**src/rtl/mul_div_unit_pkg.sv**
```systemverilog
// Shared encodings for the RV32M multiply/divide execute unit.
package mul_div_unit_pkg;

  localparam logic [2:0] MDU_MUL    = 3'b000;
  localparam logic [2:0] MDU_MULH   = 3'b001;
  localparam logic [2:0] MDU_MULHSU = 3'b010;
  localparam logic [2:0] MDU_MULHU  = 3'b011;
  localparam logic [2:0] MDU_DIV    = 3'b100;
  localparam logic [2:0] MDU_DIVU   = 3'b101;
  localparam logic [2:0] MDU_REM    = 3'b110;
  localparam logic [2:0] MDU_REMU   = 3'b111;

  localparam logic [6:0] FUNC7_MEXT = 7'b0000001;

  typedef enum logic [1:0] {
    ST_IDLE = 2'd0,
    ST_MUL  = 2'd1,
    ST_DIV  = 2'd2,
    ST_DONE = 2'd3
  } mdu_state_e;

  // Magnitude of a 32-bit operand; 0x80000000 maps to itself as an unsigned value.
  function automatic logic [31:0] mag32(input logic [31:0] v, input logic is_signed);
    return (is_signed && v[31]) ? (~v + 32'd1) : v;
  endfunction

endpackage

```
**src/rtl/mul_div_unit_div_iter.sv**
```systemverilog
// Radix-2 restoring divider datapath: one quotient bit per step on unsigned magnitudes.
module div_iter #(
  parameter int unsigned XLEN = 32
) (
  input  logic            clk,
  input  logic            rst_n,
  input  logic            clr,
  input  logic            load,
  input  logic            step,
  input  logic [XLEN-1:0] dividend,
  input  logic [XLEN-1:0] divisor,
  output logic [XLEN-1:0] quot_nxt,
  output logic [XLEN-1:0] rem_nxt
);

  logic [XLEN-1:0] rem_q;
  logic [XLEN-1:0] quo_q;
  logic [XLEN-1:0] dvs_q;
  logic [XLEN:0]   shifted;
  logic [XLEN:0]   diff;

  // rem_q < divisor holds between steps, so bit XLEN of diff is the borrow.
  always_comb begin
    shifted  = {rem_q, quo_q[XLEN-1]};
    diff     = shifted - {1'b0, dvs_q};
    quot_nxt = '0;
    rem_nxt  = '0;
    if (!diff[XLEN]) begin
      rem_nxt  = diff[XLEN-1:0];
      quot_nxt = {quo_q[XLEN-2:0], 1'b1};
    end else begin
      rem_nxt  = shifted[XLEN-1:0];
      quot_nxt = {quo_q[XLEN-2:0], 1'b0};
    end
  end

  always_ff @(posedge clk or negedge rst_n) begin
    if (!rst_n) begin
      rem_q <= '0;
      quo_q <= '0;
      dvs_q <= '0;
    end else if (clr) begin
      rem_q <= '0;
      quo_q <= '0;
      dvs_q <= '0;
    end else if (load) begin
      rem_q <= '0;
      quo_q <= dividend;
      dvs_q <= divisor;
    end else if (step) begin
      rem_q <= rem_nxt;
      quo_q <= quot_nxt;
    end
  end

endmodule

```
**src/rtl/mul_div_unit.sv**
```systemverilog
// RV32M execute unit: 2-cycle multiplier, 32-step restoring divider, busy-based stall.
// Optional MDU_DIV_SHORTCUT_EN: divide-by-zero / signed overflow bypass the divider.
module mul_div_unit
  import mul_div_unit_pkg::*;
#(
  parameter int unsigned XLEN  = 32,
  parameter int unsigned CNT_W = 6
) (
  input  logic            clk,
  input  logic            rst_n,
  input  logic            in_valid,
  output logic            in_ready,
  input  logic [2:0]      func3,
  input  logic [XLEN-1:0] op_a,
  input  logic [XLEN-1:0] op_b,
  input  logic            flush,
  output logic            busy,
  output logic            out_valid,
  output logic [XLEN-1:0] result
);

  localparam logic [XLEN-1:0] XMIN = {1'b1, {(XLEN-1){1'b0}}};

  mdu_state_e state, state_nxt;

  logic [CNT_W-1:0]    cnt;
  logic [XLEN-1:0]     a_q, b_q, res_q;
  logic [2:0]          f3_q;
  logic                accept, last_step, special_in;
  logic [XLEN-1:0]     special_res;

  logic                sgn_a, sgn_b;
  logic [XLEN:0]       a_ext, b_ext;
  logic signed [2*XLEN+1:0] prod;
  logic [XLEN-1:0]     mul_res;

  logic [XLEN-1:0]     quot_nxt, rem_nxt;
  logic                div_signed, b_zero, div_ovf;
  logic [XLEN-1:0]     q_fix, r_fix, div_res;

  assign accept    = in_valid && (state == ST_IDLE) && !flush;
  assign last_step = (state == ST_DIV) && (cnt == CNT_W'(XLEN-1));

`ifdef MDU_DIV_SHORTCUT_EN
  assign special_in = func3[2] &&
                      ((op_b == '0) || (!func3[0] && (op_a == XMIN) && (op_b == '1)));
`else
  assign special_in = 1'b0;
`endif
  assign special_res = (op_b == '0) ? (func3[1] ? op_a : '1)
                                    : (func3[1] ? '0   : XMIN);

  // Multiplier: both operands widened to 33 bits so every variant is one signed product.
  always_comb begin
    sgn_a   = (f3_q == MDU_MULH) || (f3_q == MDU_MULHSU);
    sgn_b   = (f3_q == MDU_MULH);
    a_ext   = {sgn_a & a_q[XLEN-1], a_q};
    b_ext   = {sgn_b & b_q[XLEN-1], b_q};
    prod    = $signed(a_ext) * $signed(b_ext);
    mul_res = (f3_q == MDU_MUL) ? prod[XLEN-1:0] : prod[2*XLEN-1:XLEN];
  end

  // Sign correction and special-case override on the final divider step.
  always_comb begin
    div_signed = !f3_q[0];
    b_zero     = (b_q == '0);
    div_ovf    = div_signed && (a_q == XMIN) && (b_q == '1);
    q_fix      = (div_signed && (a_q[XLEN-1] ^ b_q[XLEN-1])) ? (~quot_nxt + 1'b1) : quot_nxt;
    r_fix      = (div_signed && a_q[XLEN-1]) ? (~rem_nxt + 1'b1) : rem_nxt;
    if (b_zero) begin
      q_fix = '1;
      r_fix = a_q;
    end else if (div_ovf) begin
      q_fix = XMIN;
      r_fix = '0;
    end
    div_res = f3_q[1] ? r_fix : q_fix;
  end

  div_iter #(.XLEN(XLEN)) u_div_iter (
    .clk      (clk),
    .rst_n    (rst_n),
    .clr      (flush),
    .load     (accept && func3[2] && !special_in),
    .step     ((state == ST_DIV) && !flush),
    .dividend (mag32(op_a, !func3[0])),
    .divisor  (mag32(op_b, !func3[0])),
    .quot_nxt (quot_nxt),
    .rem_nxt  (rem_nxt)
  );

  always_ff @(posedge clk or negedge rst_n) begin
    if (!rst_n) state <= ST_IDLE;
    else        state <= state_nxt;
  end

  always_comb begin
    state_nxt = state;
    if (flush) begin
      state_nxt = ST_IDLE;
    end else begin
      unique case (state)
        ST_IDLE: if (in_valid) state_nxt = !func3[2] ? ST_MUL : (special_in ? ST_DONE : ST_DIV);
        ST_MUL:  state_nxt = ST_DONE;
        ST_DIV:  if (last_step) state_nxt = ST_DONE;
        ST_DONE: state_nxt = ST_IDLE;
        default: state_nxt = ST_IDLE;
      endcase
    end
  end

  always_comb begin
    in_ready  = (state == ST_IDLE);
    busy      = (in_valid && (state == ST_IDLE) && !flush) ||
                (state == ST_MUL) || (state == ST_DIV);
    out_valid = (state == ST_DONE) && !flush;
    result    = res_q;
  end

  always_ff @(posedge clk or negedge rst_n) begin
    if (!rst_n) begin
      cnt   <= '0;
      a_q   <= '0;
      b_q   <= '0;
      f3_q  <= '0;
      res_q <= '0;
    end else if (flush) begin
      cnt <= '0;
    end else begin
      unique case (state)
        ST_IDLE: if (in_valid) begin
          a_q  <= op_a;
          b_q  <= op_b;
          f3_q <= func3;
          cnt  <= '0;
          if (special_in) res_q <= special_res;
        end
        ST_MUL: res_q <= mul_res;
        ST_DIV: begin
          cnt <= cnt + 1'b1;
          if (last_step) res_q <= div_res;
        end
        default: ;
      endcase
    end
  end

endmodule
```
**config.mk**
```make
export PLATFORM = sky130hd
export DESIGN_NAME = mul_div_unit
export DESIGN_NICKNAME = d
export VERILOG_FILES = /design/src/rtl/mul_div_unit_pkg.sv /design/src/rtl/mul_div_unit_div_iter.sv /design/src/rtl/mul_div_unit.sv
export SDC_FILE = /design/constraint.sdc
export NUM_CORES = 2
export LEC_CHECK = 0
export ABC_AREA = 1
export CAP_MARGIN = 15
export CORE_AREA = 2 2 431 433
export CTS_CLUSTER_DIAMETER = 150
export DETAILED_ROUTE_END_ITERATION = 6
export DIE_AREA = 0 0 433 435
export SLEW_MARGIN = 25
export SYNTH_ARGS = -nofsm -noshare
export SYNTH_HDL_FRONTEND = slang
export SYNTH_SLANG_ARGS = --single-unit
export TNS_END_PERCENT = 30
```
**constraint.sdc**
```tcl
create_clock -name clk -period 9.7 [get_ports clk]
set_clock_uncertainty 0.05 [all_clocks]
set_input_delay 1.94 -clock clk [delete_from_list [all_inputs] [get_ports clk]]
set_output_delay 1.94 -clock clk [all_outputs]
set_load 0.005 [all_outputs]
```
### Wire density map

22 x 22 tiles, from white (low) to dark blue (high), scaled to the fullest tile. Values are wire area over tile area, all layers added.
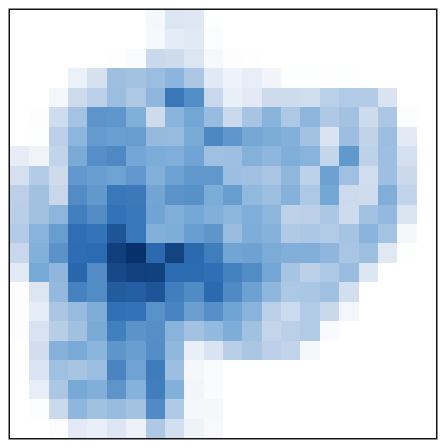
- nearly empty tiles: 33%
- emptiest ninth of the die: lower right
- fullest tile: 0.66
total number of vias: 47.4k
GRT Total Usage: 21.9%
routed len/inst: 21.2 um
final WL: 204 mm

### The clock network

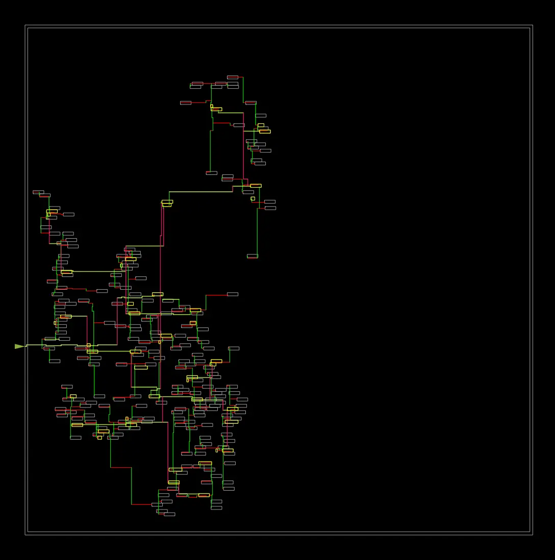
CTS Buf Count: 25
Sink Count: 203

### A small window of the routed layout

Scale bar: 5 um. Region (206, 294) to (226, 314) um. Cells in grey, sequential cells in the stronger grey; small squares are vias.
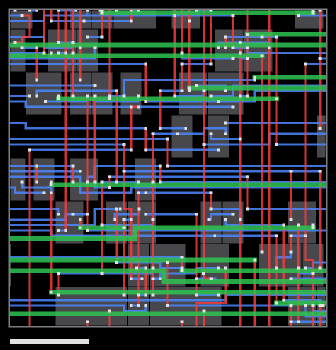
- red: met2
- blue: met1
- green: met3
- cells with their middle in the window: 32
- most frequent: nand2_1 (6), nor2_1 (6), a21oi_1 (5)
- sequential cells in the window: 0

==> metrics.csv <==
stage;metric;value;unit
die;die span in y;435;um
global_route;initial antenna violation count;10;
logic_synthesis;Seq/Total Area, Yosys;9.28;%
critical_path;arrival time worst endpoint;9650;ps
routing;Final ANT Viol Nets;0;
clock_network;# hold bufs at CTS;0;
logic_synthesis;Synth area leader;fa_1;
clock_network;Clock transition at path regs;70;ps
timing;Setup-failing EPs final;0;
logic_synthesis;Yosys Instances;7213;
placement;PortBufs;105;
critical_path;Crit. End Element;flop;
clock_network;CTS Root Cell;clkbuf_16;
clock_network;# resized after CTS;0;
placement;DP Worst Slack;635;ps
logic_synthesis;Netlist Area Pre-Place;0.0548;sq mm
timing;Slew Viols, Final;0;
die;Die W;433;um
timing;Sum Neg Setup Slack;0;ps
global_route;vias in the first global route;50027;
timing;max_slew headroom;24.0;%
timing;RSZ-0062 raised after global routing;no;
global_route;pin count of the biggest net entering global routing;90;
timing;Worst Slack Setup Final;436;ps
cells_and_area;Final #Nets;8593;
routing;routed vias/inst;4.91;
logic_synthesis;Mapped Nets;8664;
logic_synthesis;ys flop type;dfrtp_1;
die;IO Pins;106;
cells_and_area;area grow syn2layout;8.88;%
die;Core Region;0.184;sq mm
logic_synthesis;yosys synthesis chip area;0.0548;sq mm
logic_synthesis;Async SR Flop Fraction;100;%
timing;final hold viol count;0;
logic_synthesis;top cell type by instance count after synthesis;inv_1;
worst_hold_path;worst min-delay path class;flop to flop;
outcome;status;completed;
routing;Pre-antenna DRT Iters;6;
die;Initial Utilization;29.8;%
routing;Post-route DRC;0;
timing;worst slew pin tran;1140;ps
flow_run;warning total across the stage logs;29;
placement;gpl congestion;0.968;
global_route;first-pass GRT wire length;314;mm
global_route;global route overflow;0;
logic_synthesis;synth unique cells;59;
die;chip area;0.188;sq mm
placement;post-DP HPWL;169;mm
clock_network;CTS H-tree lvls;1;
logic_synthesis;Seq cells post-synth;203;
logic_synthesis;Post-synth EDFFs;0;
cells_and_area;Fillers;19587;
logic_synthesis;average size of a mapped cell;7.59;sq um
logic_synthesis;Synth top area share;41.2;%
clock_network;clock latency on the worst-skew pair;610;ps
flow_run;Max-Cap Viols;0;
timing;Tmin final;9260;ps
clock_network;CTS tree;done;
critical_path;CP Launch Type;flop;
routing;initial drt markers;4258;
clock_network;clock buffer depth;3;
critical_path;crit-path max FO;19;
timing;final worst path period share;95.5;%
logic_synthesis;Commonest cells post-synth;inv_1, nand2_1, fa_1;
clock_network;postcts setup bufs;0;
logic_synthesis;Synth warnings;0;
timing;Achievable Freq;108;MHz
logic_synthesis;top cells by area;fa_1, inv_1, nand2_1;
cells_and_area;share of cells above drive strength 1;4.41;%
logic_synthesis;Cells after Synth;7213;
critical_path;WS Path Type;flop to flop;
critical_path;worst path required time;10090;ps
die;# rows;158;
## metrics by stage
step                util (%)  instance area (sq um)  instances  hold slack (ps)
floorplan                  -                  54800       7213              382
detailed placement      31.9                  58700       9595              403
finish                  32.4                  59600       9643              406
global placement        31.9                  58700       9594              400
CTS                     32.4                  59600       9641              407
global route            32.4                  59600       9641              427
## cell type report
cell class / count / area (sq um) / share of cell area [%]
clock buffer: 34 / 709 / 1.19
multi-input combinational: 4761 / 41200 / 69.0
inverter: 1895 / 7110 / 11.9
sequential: 203 / 5090 / 8.54
antenna: 2 / 5.00 / 0.00839
tap: 2480 / 3100 / 5.20
clock inverter: 12 / 188 / 0.315
timing repair buffer: 256 / 2250 / 3.78
## layer usage
layer / up-vias / GRT usage [%] / part of all wire, %
met5: - / 0 / 0.053
met4: 16 / 9.83 / 5.4
met3: 437 / 3.19 / 7.4
met2: 1959 / 36.7 / 47
met1: 23993 / 27.9 / 40
li1: 20981 / - / -
## logic make-up after synthesis
| kind of cell | synth area share (%) |
|---|---|
| AND-OR/OR-AND | 7.48 |
| flip-flops | 9.28 |
| AND/OR/NAND/NOR | 19.2 |
| buffers and inverters | 15.6 |
| XOR/XNOR | 1.44 |
| adder cells (fa/ha/maj) | 47.0 |
## path summary, 6_finish.rpt
check	startpoint	endpoint	slack, ps	cells after the start
min in group asynchronous	rst_n	u_div_iter.quo_q[9]	1330	1
hold reg to reg	cnt[4]	cnt[5]	410	1
max in group asynchronous	rst_n	a_q[14]	6800	2
hold / removal	cnt[4]	cnt[5]	410	1
setup reg to reg	a_q[13]	result[9]	440	26
setup / recovery	a_q[13]	result[9]	440	26
## state kept, by name, summed over array words and instances (netlist names)
register,flops
a_q,32
b_q,32
result,32
u_div_iter.dvs_q,32
u_div_iter.quo_q,32
u_div_iter.rem_q,32
cnt,6
f3_q,3
state,2
## worst max-delay path: stages, from the launching register on
cell and delay (ps):
dfrtp_1 960, buf_4 460, nand2_1 130, fa_1 610, inv_1 70, fa_1 530, inv_1 50, fa_1 490
inv_1 50, fa_1 570, inv_1 60, fa_1 580, fa_1 460, fa_1 490, inv_1 50, fa_1 470
ha_1 380, nand2_1 110, nor2_1 200, nand2_1 110, nor3_1 560, a21oi_1 250, or2_2 340, nand3_1 80
nand3_1 80, a31oi_1 730, a21oi_1 160
## layout by cell type (no fill, tap or decap), drive strengths merged, types with 8 or more instances in the layout
master and count:
xnor2 33, o21ai 304, xor2 57, fa 1126
clkdlybuf4s50 104, clkinv 8, buf 152, a31oi 28
o221ai 16, or2 21, a21o 17, nand4 48
nor3 55, dfrtp 203, a21oi 271, ha 254
nor4 38, nand2 1824, nor2 319, o21bai 9
o211ai 15, nand3 213, inv 1893, nand3b 16
o22ai 50, clkbuf 34, a21boi 8
